[config.mk]
export PLATFORM = sky130hd
export DESIGN_NAME = sync_counter_ctrl
export DESIGN_NICKNAME = d
export VERILOG_FILES = /design/src/rtl/sync_counter_ctrl.sv
export SDC_FILE = /design/constraint.sdc
export NUM_CORES = 1
export LEC_CHECK = 0
export CORE_ASPECT_RATIO = 1.75
export CORE_MARGIN = 4
export CORE_UTILIZATION = 45
export DETAILED_ROUTE_END_ITERATION = 7
export PLACE_DENSITY = 0.77
export SLEW_MARGIN = 40
export SYNTH_ARGS = -nofsm -noshare
export SYNTH_HDL_FRONTEND = slang
export SYNTH_SLANG_ARGS = --single-unit
export TNS_END_PERCENT = 100
[constraint.sdc]
create_clock -name clock -period 4.1 [get_ports clock]
set_clock_uncertainty 0.1 [all_clocks]
set_input_delay 1.025 -clock clock [delete_from_list [all_inputs] [get_ports clock]]
set_output_delay 1.025 -clock clock [all_outputs]
set_load 0.005 [all_outputs]
[src/rtl/sync_counter_ctrl.sv]
// Loadable up/down modulus counter with run/hold/one-shot control. It also
// drives J/K toggle vectors so an external JK flip-flop bank can track the count.
module sync_counter_ctrl #(
    parameter int WIDTH = 4
) (
    input  logic             clock,
    input  logic             clear,
    input  logic             start,
    input  logic             stop,
    input  logic             halt,
    input  logic             up,
    input  logic             mode,
    input  logic [WIDTH-1:0] modulus,
    output logic [WIDTH-1:0] count,
    output logic [WIDTH-1:0] j,
    output logic [WIDTH-1:0] k,
    output logic             tc,
    output logic             busy,
    output logic             done
);

    typedef enum logic [1:0] {IDLE, RUN, HOLD, DONE} state_t;

    localparam logic [WIDTH-1:0] ONE = {{(WIDTH-1){1'b0}}, 1'b1};

    state_t           state, state_d;
    logic [WIDTH-1:0] count_d;
    logic [WIDTH-1:0] step_val;

    // A count outside 0..modulus (modulus lowered mid-run) folds back into range.
    always_comb begin
        if (up)
            step_val = (count >= modulus) ? '0 : count + ONE;
        else
            step_val = (count == '0 || count > modulus) ? modulus : count - ONE;
    end

    assign tc = (state == RUN) && (up ? (count >= modulus) : (count == '0));

    always_comb begin
        state_d = state;
        count_d = count;
        if (stop) begin
            state_d = IDLE;
        end else if (start) begin
            state_d = RUN;
            count_d = up ? '0 : modulus;
        end else begin
            unique case (state)
                IDLE: ;
                RUN: begin
                    if (halt)
                        state_d = HOLD;
                    else if (mode && tc)
                        state_d = DONE;
                    else
                        count_d = step_val;
                end
                HOLD: if (!halt) state_d = RUN;
                DONE: state_d = IDLE;
                default: state_d = IDLE;
            endcase
        end
    end

    // Toggle vector is taken from the count that will actually be registered.
    assign j    = (state == RUN) ? (count ^ count_d) : '0;
    assign k    = j;
    assign busy = (state == RUN) || (state == HOLD);
    assign done = (state == DONE);

    always_ff @(posedge clock) begin
        if (clear) begin
            state <= IDLE;
            count <= '0;
        end else begin
            state <= state_d;
            count <= count_d;
        end
    end

endmodule
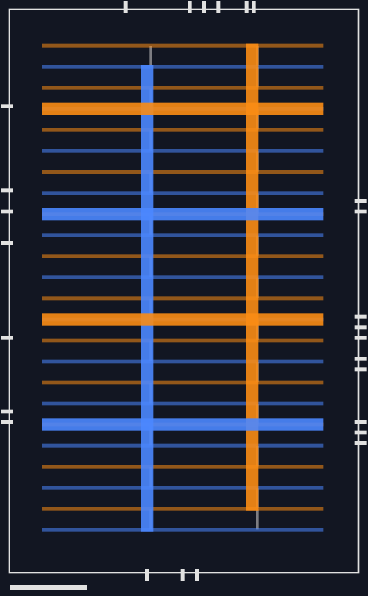
(run_1/power_grid.png)
Scale bar: 10 µm. Pins as bars on the die edge. Tap cells in grey.
- VSS: blue
- VDD: orange
- tap cells: 25
- signal pins: 26
- rows: 23

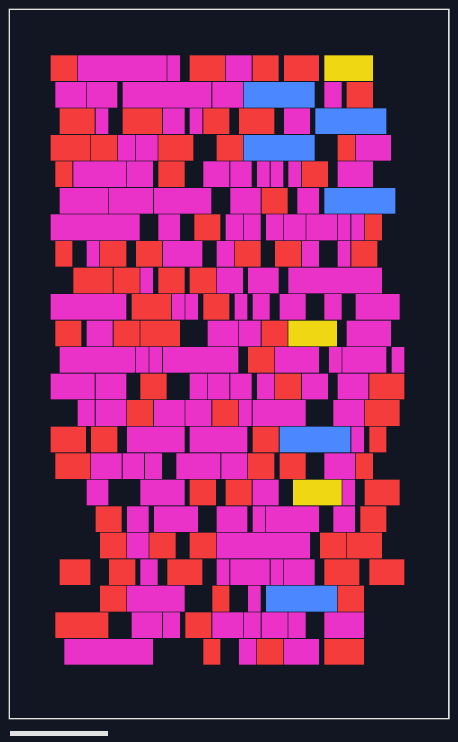
(run_1/placement_by_type.png)
Scale bar: 10 µm.
- flops: blue (cells 6)
- clock drivers: yellow (cells 3)
- other buffers and delay cells: red (cells 74)
- combinational and other logic: magenta (cells 119)

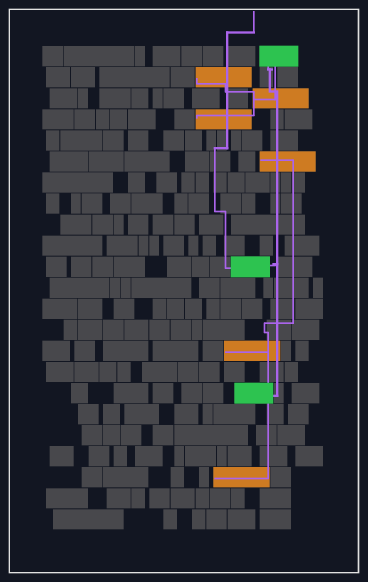
(run_1/clk_routes.png)
- clock wires: purple (length 185 µm)
- clock drivers: green (count 3)
- flip-flops: orange (count 6)
- routed clock nets: 4

==> impl_metrics.ini, run 1 <==
; flow metrics
[drt]
drt_iter0_markers = 74
vias = 1427

[final_timing]
final.setup.tns_ns = 0
finalHoldViolations = 0
worstMarginPinSlew_ns = 0.428

[floorplanning]
core_area_mm2 = 0.00227
die_h_um = 72.6
rows = 23
design.die.area_mm2 = 0.00326

[clock_tree]
clock_latency_ns = 0.24
clockBufferDepth = 2
cts_resized = 58
cts_tree = yes

[power]
clkPwrFrac_pct = 27.7
power_frac_seq_pct = 18.2
p_leak_nw = 0.739

[critical_path]
crit_cells = 11
critPathTopFamily = simple AND/OR/NAND/NOR gates
critPathCaptureType = output port
crit_fanout = 3
reg2regPathDepth = 10

[synth]
ys.flops = 6
synthAdderAreaFrac_pct = 11.7
avgSynthCellArea_um2 = 7.95
yosysWarnings = 0
ys_area_mm2 = 0.00107

[cells_and_area]
largest_register = count
syn_to_final_growth_pct = 70.5
n_all_buffers = 74
logic_area_um2 = 1000
largest_reg_flops = 4

[global_routing]
grt_pass1_vias = 1468
grt_use_met2_pct = 51.4
grt_overflow_total = 0
grtUsageMet1_pct = 25.4

[hold_path]
min_to = state[0]

[placement]
dp.cells = 216

[status]
status = finished clean
==> run 1: placed cells by master (no fill, tap or decap), types with 2 or more instances in the layout <==
cell type / count
nand2_1: 8
nor2_1: 9
o211ai_1: 4
clkdlybuf4s15_1: 2
nand2b_1: 5
nor2b_1: 2
ha_1: 6
nand4_1: 3
ha_4: 4
a21o_1: 2
a211o_1: 2
o21ai_0: 3
clkdlybuf4s50_1: 12
clkbuf_8: 3
nand3_1: 4
inv_1: 6
a21oi_1: 10
nor3b_1: 2
dfxtp_1: 6
buf_2: 7
buf_4: 44
inv_2: 2
nand4b_1: 2
buf_6: 6
xnor2_1: 5
==> run 2: changes to the inputs <==
--- a/config.mk
+++ b/config.mk
@@ -5,11 +5,10 @@
 export SDC_FILE = /design/constraint.sdc
 export NUM_CORES = 1
 export LEC_CHECK = 0
-export CORE_ASPECT_RATIO = 1.75
 export CORE_MARGIN = 4
-export CORE_UTILIZATION = 45
+export CORE_UTILIZATION = 50
 export DETAILED_ROUTE_END_ITERATION = 7
-export PLACE_DENSITY = 0.77
+export PLACE_DENSITY = 0.81
 export SLEW_MARGIN = 40
 export SYNTH_ARGS = -nofsm -noshare
 export SYNTH_HDL_FRONTEND = slang
==> constraint.sdc (replaced) <==
create_clock -name clock -period 4.44 [get_ports clock]
set_clock_uncertainty 0.1 [all_clocks]
set_input_delay 1.11 -clock clock [delete_from_list [all_inputs] [get_ports clock]]
set_output_delay 1.11 -clock clock [all_outputs]
set_load 0.005 [all_outputs]
==> impl_metrics.ini, run 2 <==
; flow metrics
[status]
status = finished clean

[final_timing]
setup_ws_ns = 0.0797
final.setup.tns_ns = 0
setup_viol = 0
finalClockPeriodUsage_pct = 98.2
finalHoldViolations = 0
whs_ns = 0.619
worstMarginPinSlew_ns = 0.671

[power]
p_int_mw = 0.178
power_frac_seq_pct = 20.5
finalPower_mw = 0.302
clkPwrFrac_pct = 19.1
p_leak_nw = 0.723
vdd_drop_max_v = 0.000163

[critical_path]
critPathTopFamily = simple AND/OR/NAND/NOR gates
crit_fanout = 4
max_stage_delay_ns = 0.51
cp_num_buf_inv = 3
timing.rr.start = count[1]
crit_cells = 10
critPathCaptureType = output port
reg2regPathDepth = 10

[clock_tree]
clockBufferDepth = 2
cts_resized = 50
cts_tree = yes
cts.sinks = 6
clock_latency_ns = 0.26

[cells_and_area]
final_common_cell = buf_4
stdcell_area_mm2 = 0.00177
syn_to_final_growth_pct = 64.8
reg.largest.list = count x4, state x2
final_util_pct = 88.4
final_cell_mix = 45 x buf_4, 12 x clkdlybuf4s50_1, 10 x a21oi_1
largest_register = count
final_cells = 227
largest_reg_flops = 4
logic_area_um2 = 997

[floorplanning]
design.die.area_mm2 = 0.00295
rows = 16
core_area_mm2 = 0.00200
die_h_um = 54.3
fp_util_pct = 53.6

[synth]
edf_count = 0
avgSynthCellArea_um2 = 7.95
synthAdderAreaFrac_pct = 11.7
ys.flops = 6
yosysWarnings = 0
ys_area_mm2 = 0.00107

[hold_path]
hold_class = reg2reg
min_to = state[1]

[drt]
drt_iter0_markers = 131

[placement]
dp.cells = 216

[job]
maxCapViolations = 0

[global_routing]
grt_pass1_vias = 1496
grt_overflow_total = 0
## run 2: cell types whose count changed in the layout (fill, tap and decap cells not counted), sizes merged
cell           change
clkbuf             +3
clkdlybuf4s15      -1
dlymetal6s2s       +1
buf                -5
## run 2: per-layer routing
layer	routed length [µm]	GRT usage, %	part of all wire (%)
met4	374	18.3	7.5
met5	0	0	0
met1	1790	37.6	36
met3	559	10.4	11
met2	2250	54.8	45
## run 2: final cells by class
type,instances,share of cell area [%]
Timing Repair Buffer,72,31.8
Clock buffer,3,1.27
Tap cell,27,1.91
Multi-Input combinational cell,110,56.4
Inverter,9,1.91
Sequential cell,6,6.79
## run 2: logic make-up after synthesis
group | Yosys count
and+or+nand+nor | 47
AOI/OAI and AO/OA | 46
buffers and inverters | 19
adders and majority gates | 10
xor gates and xnor gates | 6
DFF | 6
muxes | 1
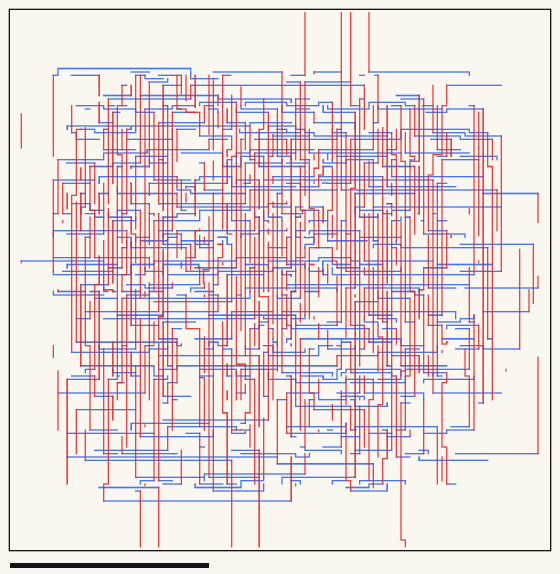
(run_2/wires.png)
Scale bar: 20 µm. Only two layers are drawn.
- metal 2: red (wire length 2250 µm)
- metal 1: blue (wire length 1790 µm)

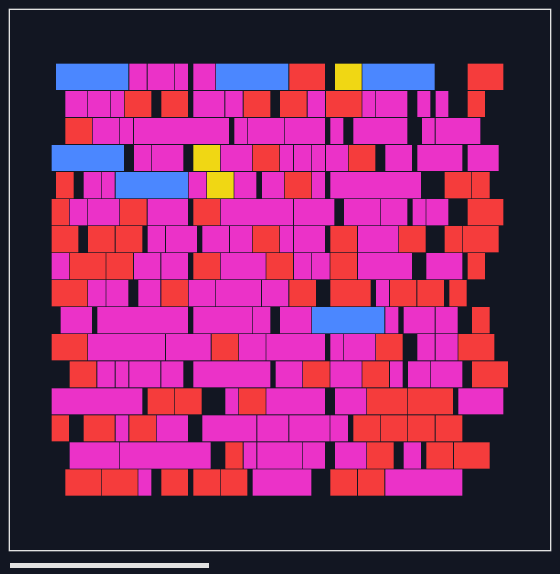
(run_2/placement_by_type.png)
Scale bar: 20 µm.
- flops: blue (cells 6)
- combinational and other logic: magenta (cells 119)
- clock drivers: yellow (cells 3)
- other buffers and delay cells: red (cells 72)

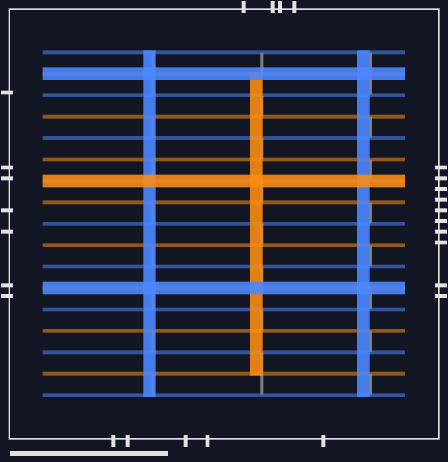
(run_2/power_grid.png)
Scale bar: 20 µm. Pins as bars on the die edge. Tap cells in grey.
- VDD: orange
- VSS: blue
- met1 rails: 17
- met5 straps: 3
- rows: 16
- signal pins: 26
- tap cells: 27

==> run 3: changes to the inputs <==
--- a/config.mk
+++ b/config.mk
@@ -5,10 +5,12 @@
 export SDC_FILE = /design/constraint.sdc
 export NUM_CORES = 1
 export LEC_CHECK = 0
+export CORE_ASPECT_RATIO = 1.75
 export CORE_MARGIN = 4
-export CORE_UTILIZATION = 50
+export CORE_UTILIZATION = 45
 export DETAILED_ROUTE_END_ITERATION = 7
-export PLACE_DENSITY = 0.81
+export PLACE_DENSITY = 0.74
+export SKIP_CTS_REPAIR_TIMING = 1
 export SLEW_MARGIN = 40
 export SYNTH_ARGS = -nofsm -noshare
 export SYNTH_HDL_FRONTEND = slang
==> impl_metrics.ini, run 3 <==
; flow metrics
[status]
status = finished clean

[power]
finalPower_mw = 0.306
clkPwrFrac_pct = 26.8
p_leak_nw = 0.807
p_int_mw = 0.199
power_frac_seq_pct = 20.4

[synth]
yosysWarnings = 0
edf_count = 0
ys_seq_share_pct = 11.2
area_leaders = ha_1 12%, dfxtp_1 11%, a21oi_1 4.7%
syn_area_mm2 = 0.00107
avgSynthCellArea_um2 = 7.95
ys_area_mm2 = 0.00107
synth.cells.most_frequent = 10 x a21oi_1, 10 x ha_1, 10 x nor2_1
ys.flops = 6
syn_nets = 156

[cells_and_area]
stdcell_area_mm2 = 0.00177
final_cell_mix = 40 x buf_4, 12 x clkdlybuf4s50_1, 10 x a21oi_1, 10 x dlymetal6s2s_1
layout.nets = 216
largest_reg_flops = 4
final_util_pct = 78.0
logic_area_um2 = 986
largest_register = count
reg.largest.list = count x4, state x2
final_cells = 218
insertedDiodeCount = 0
drive_above_1_share_pct = 39.4
syn_to_final_growth_pct = 65.2
final_common_cell = buf_4

[global_routing]
grt_usage_pct = 23.9
grt_overflow_total = 0
grt_pass1_vias = 1341
use_met3_pct = 2.72
grt_use_met2_pct = 46.8
grtUsageMet1_pct = 22.2
grt-busiest-layer = met2

[critical_path]
start_kind = primary input
reg2regPathDepth = 10
max_stage_delay_ns = 0.44
crit_chain = dlymetal6s2s_1, inv_2, ha_4, nor2b_4, o211ai_4, a31oi_4, or2_4, or4_4, o221ai_4, buf_2
critPathTopFamily = simple AND/OR/NAND/NOR gates
crit_fanout = 5
timing.rr.start = count[0]
critPathCaptureType = output port
cp.arrival_ns = 3.17
cp_num_buf_inv = 3

[floorplanning]
fp_util_pct = 47.2
io_pins = 26
design.die.area_mm2 = 0.00326
rows = 23

[final_timing]
setup_ws_ns = 0.0582
setup_viol = 0
worstMarginPinSlew_ns = 0.495
slew_viol_final = 0
whs_ns = 0.556
finalClockPeriodUsage_pct = 98.7
finalHoldViolations = 0
final.setup.tns_ns = 0

[job]
maxCapViolations = 0

[drt]
drc_errors = 0
drt-met1-wl_um = 1320
wl_met2_um = 2300
top_layer_used = met4
drt_iter0_markers = 31
met3_length_um = 141
vias = 1326

[hold_path]
hold_class = reg2reg
min_to = state[0]

[clock_tree]
clockBufferDepth = 2
numCtsBuffers = 3
cts.sinks = 6
root_buffer = clkbuf_8
cts_tree = yes

[placement]
io_buffer_count = 25
dp.cells = 210
place_area_mm2 = 0.00154
[run 3: worst max path at each step]
stage / end / depth (start not counted) / slack, ns
floorplan: k[1] / 9 / 0.15
global placement: j[2] / 12 / -0.70
detailed placement: j[2] / 10 / -0.73
CTS: j[1] / 10 / -0.74
global route: j[1] / 10 / -0.03
finish: j[1] / 10 / 0.06
[run 3: logic make-up (layout without fill, tap and decap cells)]
group           after synthesis  in the layout  synth area share [%]
compound gates               46             46                  34.6
xor+xnor                      6              6                  4.90
fa+ha+maj                    10             10                  11.7
buf+inv                      19             77                  10.7
flops                         6              6                  11.2
mux                           1              1                 0.932
simple gates                 47             47                  26.0
[run 3: cell type report]
type,instances,area share [%]
flip-flops and latches,6,6.77
clock buffers,3,2.33
inverters,9,1.91
well taps,25,1.76
multi-input cells,110,55.6
repair buffers,65,31.6
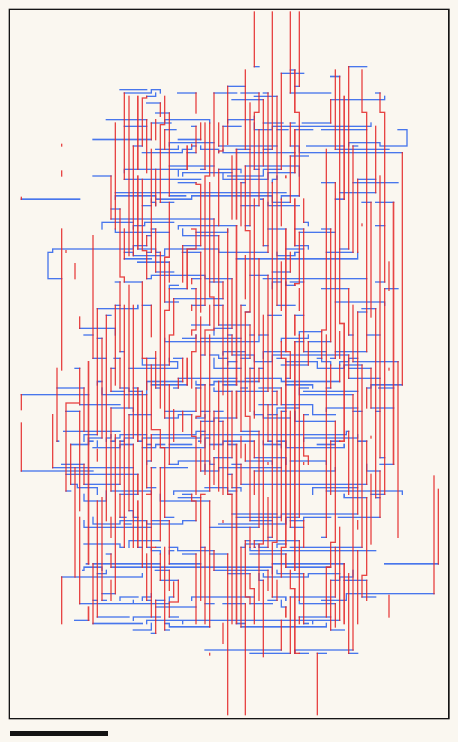
(run_3/wires.png)
Scale bar: 10 µm. Only two layers are drawn.
- metal 1: blue (wire length 1320 µm)
- metal 2: red (wire length 2300 µm)

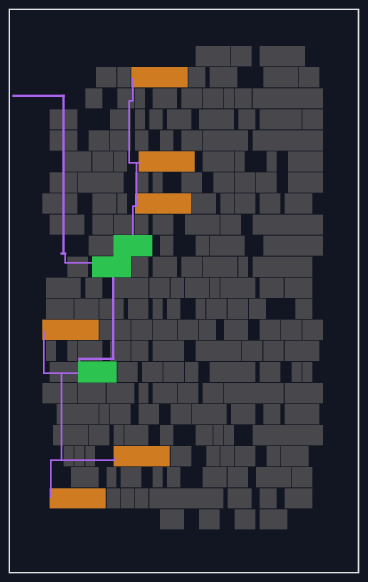
(run_3/clk_routes.png)
- clock drivers: green (count 3)
- clock wires: purple (length 118 µm)
- flip-flops: orange (count 6)
- routed clock nets: 4
worst skew pair latency: 0.22 ns
Clk. pwr: 0.0821 mW

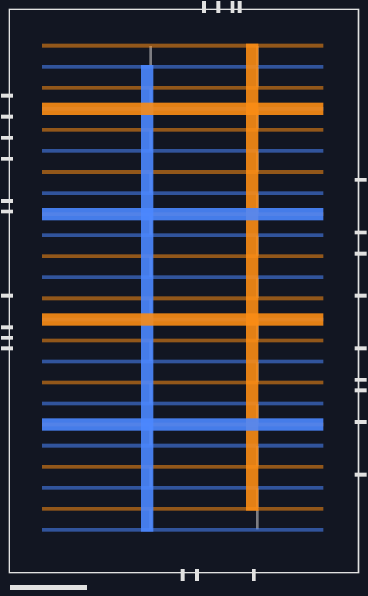
(run_3/power_grid.png)
Scale bar: 10 µm. Pins as bars on the die edge. Tap cells in grey.
- VSS: blue
- VDD: orange
- met4 straps: 2
- tap cells: 25
- rows: 23
- met5 straps: 4
Die H: 72.6 µm
Die W: 44.9 µm
total core area: 0.00227 mm²
Peak VDD IR: 0.000222 V

No activity file was given, so power comes from the tool's default toggle rates.
